[config.mk]
export PLATFORM = sky130hd
export DESIGN_NAME = printer_spool_flat
export DESIGN_NICKNAME = d
export VERILOG_FILES = /design/src/rtl/trs_io_pkg.sv /design/src/rtl/printer_spool_if.sv /design/src/rtl/sync_fifo.sv /design/src/rtl/printer_spool.sv /design/src/flat_wrapper.sv
export SDC_FILE = /design/constraint.sdc
export NUM_CORES = 1
export LEC_CHECK = 0
export ABC_AREA = 1
export CORE_MARGIN = 2
export CORE_UTILIZATION = 44
export CTS_BUF_LIST = sky130_fd_sc_hd__clkbuf_8
export DETAILED_ROUTE_END_ITERATION = 10
export PLACE_DENSITY_LB_ADDON = 0.08
export SLEW_MARGIN = 10
export SYNTH_ARGS = -nofsm -noshare
export SYNTH_HDL_FRONTEND = slang
export SYNTH_SLANG_ARGS = --single-unit
[constraint.sdc]
create_clock -name clk -period 2.98 [get_ports clk]
set_input_delay 0.894 -clock clk [delete_from_list [all_inputs] [get_ports clk]]
set_output_delay 0.894 -clock clk [all_outputs]
set_load 0.02 [all_outputs]
[src/rtl/trs_io_pkg.sv]
// Shared TRS-80 I/O constants: printer port decode, status bit layout
// and the SPI command code the ESP uses to drain the printer spool.
package trs_io_pkg;

    // Base of the four aliased printer ports 0xF8..0xFB (bit 8 = no address).
    localparam logic [8:0] PRINTER_PORT_BASE = 9'h0F8;
    // Address bits that take part in decode; the low two bits alias.
    localparam logic [8:0] PRINTER_PORT_MASK = 9'h1FC;

    // Bit positions inside the TRS-80 printer status byte.
    localparam int PRN_STAT_BUSY   = 7;
    localparam int PRN_STAT_PAPER  = 6;
    localparam int PRN_STAT_SELECT = 5;
    localparam int PRN_STAT_FAULT  = 4;

    // Idle status: not busy, paper present, selected, no fault.
    localparam logic [7:0] PRN_STAT_READY = 8'h30;

    // SPI command that dequeues one printer byte.
    localparam logic [7:0] SPI_CMD_GET_PRINTER_BYTE = 8'd16;

endpackage

[src/rtl/printer_spool_if.sv]
// Bus bundle between the Z80 latch stage / SPI decoder (master) and the
// printer spool (slave).
//
// Handshake: io_access is a one-cycle strobe with trs_a/trs_d/trs_*_n
// stable in that cycle; the slave has no ready and always accepts it
// (a write to a full spool is dropped and flagged via overflow). pop is a
// one-cycle request; exactly one cycle later pop_valid pulses for one
// cycle if a byte was dequeued, otherwise pop_valid stays 0 and pop_data
// reads 0x00. pop_data holds until the next pop or reset.
interface printer_spool_if #(
    parameter int DEPTH = 64
);
    logic                     io_access;
    logic [8:0]               trs_a;
    logic [7:0]               trs_d;
    logic                     trs_out_n;
    logic                     trs_in_n;
    logic                     pop;
    logic [7:0]               pop_data;
    logic                     pop_valid;
    logic                     rd_hit;
    logic [7:0]               status_dout;
    logic [$clog2(DEPTH):0]   level;
    logic                     not_empty;
    logic                     overflow;
    logic                     clr_overflow;

    modport master (
        output io_access, trs_a, trs_d, trs_out_n, trs_in_n, pop, clr_overflow,
        input  pop_data, pop_valid, rd_hit, status_dout, level, not_empty, overflow
    );

    modport slave (
        input  io_access, trs_a, trs_d, trs_out_n, trs_in_n, pop, clr_overflow,
        output pop_data, pop_valid, rd_hit, status_dout, level, not_empty, overflow
    );

endinterface

[src/rtl/sync_fifo.sv]
// Single-clock FIFO with a BRAM-style array and registered read port.
// Full/empty come from an explicit occupancy count so pointer equality is
// never ambiguous. A push into a full FIFO is accepted only when a pop
// frees a slot in the same cycle; otherwise it is reported on drop.
module sync_fifo #(
    parameter int WIDTH = 8,
    parameter int DEPTH = 64
) (
    input  logic                     clk,
    input  logic                     srst,
    input  logic                     push,
    input  logic [WIDTH-1:0]         push_data,
    input  logic                     pop,
    output logic [WIDTH-1:0]         pop_data,
    output logic                     pop_valid,
    output logic [$clog2(DEPTH):0]   level,
    output logic                     full,
    output logic                     empty,
    output logic                     drop
);
    localparam int AW = $clog2(DEPTH);

    logic [WIDTH-1:0] mem [DEPTH];
    logic [AW-1:0]    wr_ptr;
    logic [AW-1:0]    rd_ptr;
    logic             do_push;
    logic             do_pop;

    assign full    = (level == (AW+1)'(DEPTH));
    assign empty   = (level == '0);
    // A pop from an empty FIFO is ignored; there is no bypass of a
    // same-cycle push, so it reads as empty.
    assign do_pop  = pop && !empty;
    // At full a simultaneous pop frees the slot this push lands in.
    assign do_push = push && (!full || pop);
    assign drop    = push && full && !pop;

    // Storage write; memory contents are intentionally never reset.
    always_ff @(posedge clk) begin
        if (do_push) begin
            mem[wr_ptr] <= push_data;
        end
    end

    // Pointer and occupancy bookkeeping; pointers wrap modulo DEPTH.
    always_ff @(posedge clk) begin
        if (srst) begin
            wr_ptr <= '0;
            rd_ptr <= '0;
            level  <= '0;
        end else begin
            if (do_push) begin
                wr_ptr <= wr_ptr + AW'(1);
            end
            if (do_pop) begin
                rd_ptr <= rd_ptr + AW'(1);
            end
            level <= level + (AW+1)'(do_push) - (AW+1)'(do_pop);
        end
    end

    // Registered read: data and valid appear the cycle after the pop.
    always_ff @(posedge clk) begin
        if (srst) begin
            pop_valid <= 1'b0;
            pop_data  <= '0;
        end else begin
            pop_valid <= do_pop;
            if (do_pop) begin
                pop_data <= mem[rd_ptr];
            end else if (pop) begin
                pop_data <= '0;
            end
        end
    end

endmodule

[src/rtl/printer_spool.sv]
// Printer spool: captures Z80 OUTs to ports 0xF8..0xFB into a FIFO the ESP
// drains over SPI, and answers Z80 INs on the same ports with a TRS-80
// printer status byte that reports busy while the spool is full.
module printer_spool
    import trs_io_pkg::*;
#(
    parameter int DEPTH = 64
) (
    input  logic                  clk,
    input  logic                  srst,
    printer_spool_if.slave        bus
);
    localparam int AW = $clog2(DEPTH);

    logic          port_sel;
    logic          push;
    logic          fifo_full;
    logic          fifo_empty;
    logic          fifo_drop;
    logic [AW:0]   fifo_level;
    logic [7:0]    status;

    // All four printer ports alias; masking also rejects bit 8 (no address).
    assign port_sel   = ((bus.trs_a & PRINTER_PORT_MASK) == PRINTER_PORT_BASE);
    assign push       = bus.io_access && port_sel && !bus.trs_out_n;
    // Zero-latency select for the read mux within the same IN cycle.
    assign bus.rd_hit = port_sel && !bus.trs_in_n;

    sync_fifo #(
        .WIDTH (8),
        .DEPTH (DEPTH)
    ) u_fifo (
        .clk       (clk),
        .srst      (srst),
        .push      (push),
        .push_data (bus.trs_d),
        .pop       (bus.pop),
        .pop_data  (bus.pop_data),
        .pop_valid (bus.pop_valid),
        .level     (fifo_level),
        .full      (fifo_full),
        .empty     (fifo_empty),
        .drop      (fifo_drop)
    );

    // Status byte: ready pattern with busy raised while the spool is full.
    always_comb begin
        status                = PRN_STAT_READY;
        status[PRN_STAT_BUSY] = fifo_full;
    end

    assign bus.status_dout = status;
    assign bus.level       = fifo_level;
    assign bus.not_empty   = !fifo_empty;

    // Sticky overflow; a drop in the same cycle as a clear keeps it set.
    always_ff @(posedge clk) begin
        if (srst) begin
            bus.overflow <= 1'b0;
        end else if (fifo_drop) begin
            bus.overflow <= 1'b1;
        end else if (bus.clr_overflow) begin
            bus.overflow <= 1'b0;
        end
    end

endmodule

[src/flat_wrapper.sv]
// flat-port wrapper written by rule: the top's interface ports become plain ports
module printer_spool_flat import trs_io_pkg::*;
#(
    parameter int DEPTH = 64
)
  (clk, srst, bus_io_access, bus_trs_a, bus_trs_d, bus_trs_out_n, bus_trs_in_n, bus_pop, bus_clr_overflow, bus_pop_data, bus_pop_valid, bus_rd_hit, bus_status_dout, bus_level, bus_not_empty, bus_overflow);
  printer_spool_if #(.DEPTH(DEPTH)) bus_i ();
  input  logic clk;
  input  logic srst;
  input wire logic [$bits(bus_i.io_access)-1:0] bus_io_access;
  input wire logic [$bits(bus_i.trs_a)-1:0] bus_trs_a;
  input wire logic [$bits(bus_i.trs_d)-1:0] bus_trs_d;
  input wire logic [$bits(bus_i.trs_out_n)-1:0] bus_trs_out_n;
  input wire logic [$bits(bus_i.trs_in_n)-1:0] bus_trs_in_n;
  input wire logic [$bits(bus_i.pop)-1:0] bus_pop;
  input wire logic [$bits(bus_i.clr_overflow)-1:0] bus_clr_overflow;
  output wire logic [$bits(bus_i.pop_data)-1:0] bus_pop_data;
  output wire logic [$bits(bus_i.pop_valid)-1:0] bus_pop_valid;
  output wire logic [$bits(bus_i.rd_hit)-1:0] bus_rd_hit;
  output wire logic [$bits(bus_i.status_dout)-1:0] bus_status_dout;
  output wire logic [$bits(bus_i.level)-1:0] bus_level;
  output wire logic [$bits(bus_i.not_empty)-1:0] bus_not_empty;
  output wire logic [$bits(bus_i.overflow)-1:0] bus_overflow;
  assign bus_i.io_access = bus_io_access;
  assign bus_i.trs_a = bus_trs_a;
  assign bus_i.trs_d = bus_trs_d;
  assign bus_i.trs_out_n = bus_trs_out_n;
  assign bus_i.trs_in_n = bus_trs_in_n;
  assign bus_i.pop = bus_pop;
  assign bus_i.clr_overflow = bus_clr_overflow;
  assign bus_pop_data = bus_i.pop_data;
  assign bus_pop_valid = bus_i.pop_valid;
  assign bus_rd_hit = bus_i.rd_hit;
  assign bus_status_dout = bus_i.status_dout;
  assign bus_level = bus_i.level;
  assign bus_not_empty = bus_i.not_empty;
  assign bus_overflow = bus_i.overflow;
  printer_spool #(.DEPTH(DEPTH)) u_core (.clk(clk), .srst(srst), .bus(bus_i));
endmodule
Figure 1. M4 wires (run 1).
Bar = 50 um.
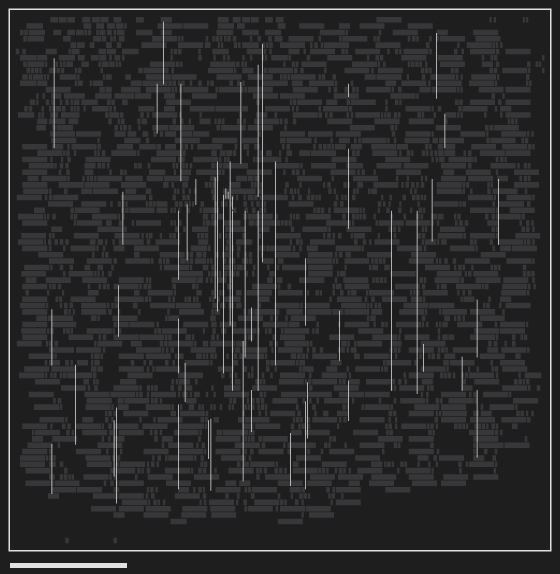
main direction	vertical
share of all routed wire	3.1%
nets with wire on the layer	31
via count: 15092
Post-Route WL: 59900 um

Figure 2. Clock wiring as the flow saved it (run 1).
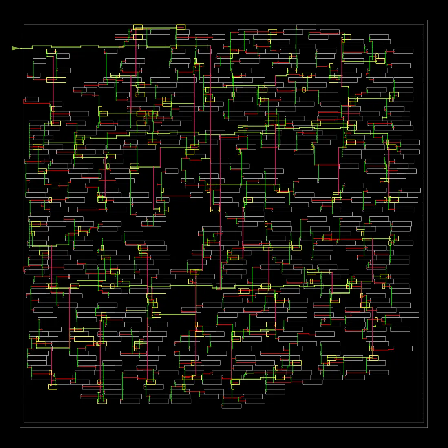
Clock Sinks: 547
final setup skew: 0.0352 ns

Figure 3. Wiring by layer (run 1).
Two of the layers only.
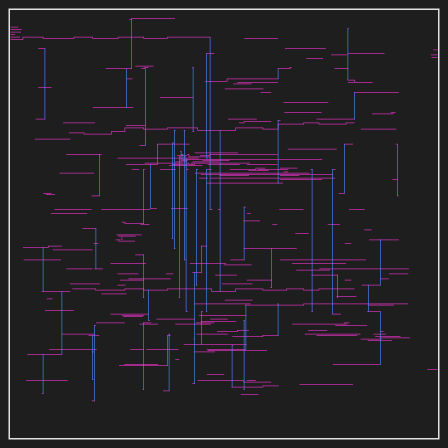
layer	colour	wire length
met3	magenta	3580 um
met4	blue	1870 um
Wirelength per Cell: 20.6 um
GRT Total Usage: 22.7%

==> deck_impl_summary.md, run 1 <==
Key Metrics from the Run

Outcome
  • Status: finished, final reports clean

Die
  • Die Width: 231 um
  • # Taps: 680
  • Row cnt: 83
  • Fp util: around 44%
  • Core Area: 51200 um^2
  • Die H: 231 um

Logic synthesis
  • Simple share: 23.1%
  • Mux frac, synth: 0%
  • Synth Area per Inst: 11.4 um^2
  • Synth area leader: edfxtp_1
  • Top-count cell post-synth: nand2_1
  • Mapped Area: 22700 um^2
  • Compound Share, Synth: less than 1%
  • Top cells by count: 698 x nand2_1, 512 x edfxtp_1, 451 x nand3_1
  • Yosys adder share: 0.694%

Layout
  • Biggest regs: u_core.u_fifo.mem (512), u_core.u_fifo.pop_data (8), u_core.u_fifo.level (7)
  • Mi-comb count: 1297
  • Post-route insts no fill: 2911
  • Fin util: 51.0%
  • Non-clk bufs: 176
  • Seq/total area: 61.6%
  • Comb/total area: 21.7%
  • Largest cell class: sequential cells

Drt
  • WL met1: 26000 um
  • DRC viols: 0

Placed design
  • Dpl ws: -0.615 ns
  • PortBufs: approximately 40
  • HPWL after detailed placement: approximately 35000 um

Setup path
  • Worst path max stage delay: 0.46 ns
  • Worst Reg-to-Reg Cells: 19
  • WS Path Type: in2out
  • Crit Path Max Fanout: 2
  • Crit path depth: 7
  • Setup crit start kind: primary input

GRT
  • Global route total overflow: 0
  • Most Used Layer, Global Route: met2
  • Met3 usage: 4.52%

Clock tree
  • Postcts setup bufs: 0
  • Clk root buf: clkbuf_8
  • Reg clk slew, reported paths: 0.05 ns
  • CTS H-tree depth: 3

STA
  • TNS Setup: 0 ns
  • Fmax: ~0.35 GHz

Power
  • Top Consumer: sequential cells
==> inputs of run 2 (changes only) <==
ABC_AREA = not set   (was 1)
CELL_PAD_IN_SITES_DETAIL_PLACEMENT = 0   (was not set)
CELL_PAD_IN_SITES_GLOBAL_PLACEMENT = 1   (was not set)
Figure 4. M2 wires (run 2).
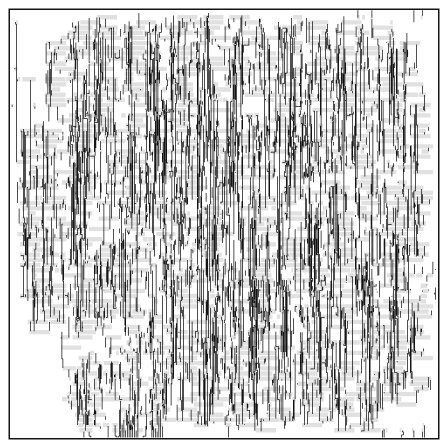
nets with wire on the layer	1184
main direction	vertical
via count: 10966
M2 GR Usage: 32.3%
Post-Route WL: 49700 um

Figure 5. M4 wires (run 2).
Bar = 50 um.
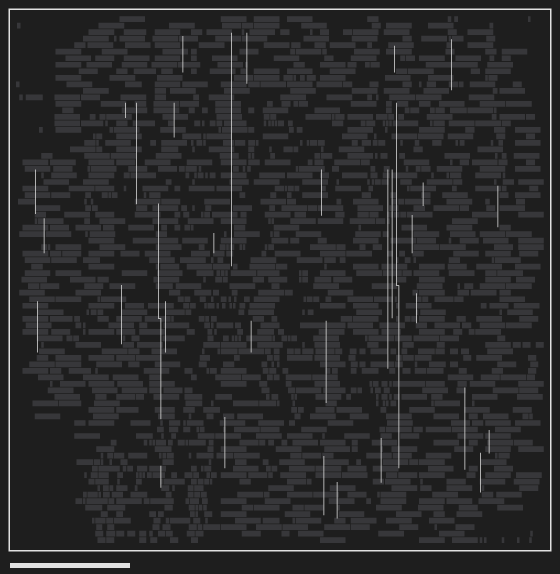
longest straight run	97.2 um
wire length on this layer	992 um
share of all routed wire	2.0%
main direction	vertical
nets with wire on the layer	13

==> run 2 against run 1 <==
Area after synthesis fell by 5.0%; core utilization rose by 1.4 points; sequential share of layout area increased by 1.5 points; combinational power down 37%; critical path type unchanged; non-clock buffer count grew 29; total power shrank 8.5%; via count decreased by 27%; critical path depth fell by 2; sequential power about the same; worst hold slack improved by 0.026 ns; largest cell class unchanged.
==> deck_impl_summary.md, run 2 <==
Key Metrics from the Run

Layout
  • Largest cell class: sequential cells
  • Mi-comb count: 497
  • Non-clk bufs: 205
  • Register area: about 16000 um^2
  • Multi-input gate area: 5180 um^2
  • Comb/total area: about 20%
  • Post-route insts no fill: 2043
  • Seq/total area: a little over three fifths
  • Biggest regs: u_core.u_fifo.mem (512), u_core.u_fifo.pop_data (8), u_core.u_fifo.level (7)
  • Layout cell share with drive strength beyond 1: 33.4%
  • Fin util: 52.4%

Die
  • Fp util: 44.4%
  • # Taps: between 600 and 700
  • Row cnt: roughly 80
  • Die Width: 226 um
  • Die H: 226 um
  • Core Area: 48600 um^2

Clock tree
  • Late-Pin Clk Latency: between 0.6 and 0.7 ns
  • Postcts setup bufs: 8
  • Reg clk slew, reported paths: 0.06 ns
  • CTS H-tree depth: 3
  • Clock Sinks: 547

Setup path
  • Worst Reg-to-Reg Cells: 16
  • CP dominant cell by count: dlygate4sd2_1
  • Crit Path Max Fanout: 2
  • Setup crit start kind: primary input
  • Crit path depth: 5
  • Worst path max stage delay: 0.36 ns
  • WS Path Type: in2out
  • Bufs and invs on worst path: 3
  • Worst Path Arrival: between 1.5 and 2 ns

Drt
  • WL met1: 22700 um
  • DRT iter0 DRCs: 678
  • DRC viols: 0
  • Wirelength per Cell: roughly 24 um

STA
  • TNS Setup: 0 ns
  • Fmax: 0.347 GHz
  • Final Hold Vio Count: 0
  • Final setup skew: 0.0345 ns

GRT
  • Met3 usage: 3.90%
  • Global route total overflow: 0
  • Most Used Layer, Global Route: met2
  • Initial antenna violation count: 0
  • GRT Total Usage: 20.2%

Outcome
  • Status: finished, final reports clean

Placed design
  • PortBufs: 41
  • Dpl ws: -0.759 ns
  • Routability cong.: between 0.7 and 0.8
  • HPWL after detailed placement: between 30000 and 40000 um

Logic synthesis
  • Synth Area per Inst: 19.3 um^2
  • Compound Share, Synth: 3.41%
  • Simple share: 3.85%
  • Synth area leader: edfxtp_1
  • Yosys adder share: 0.730%
  • Mux frac, synth: 14.8%
  • Mapped Area: 21600 um^2
  • Cell area leaders: edfxtp_1 71%, mux4_2 8.8%, mux2_2 4.2%
  • Top cells by count: 512 x edfxtp_1, 105 x nor2_1, 84 x mux4_2
  • Yosys xor share: 0.527%
  • Top-count cell post-synth: edfxtp_1
  • Netlist cell types: between 50 and 60

Power
  • Power Total: 16900 uW
  • Power of the clock network: 6090 uW
  • Sw Ratio: 24.1%
  • Seq power: 8590 uW
  • Top Consumer: sequential cells

Hold path
  • Hold crit path type: reg2reg
No activity file was given, so power comes from the tool's default toggle rates.
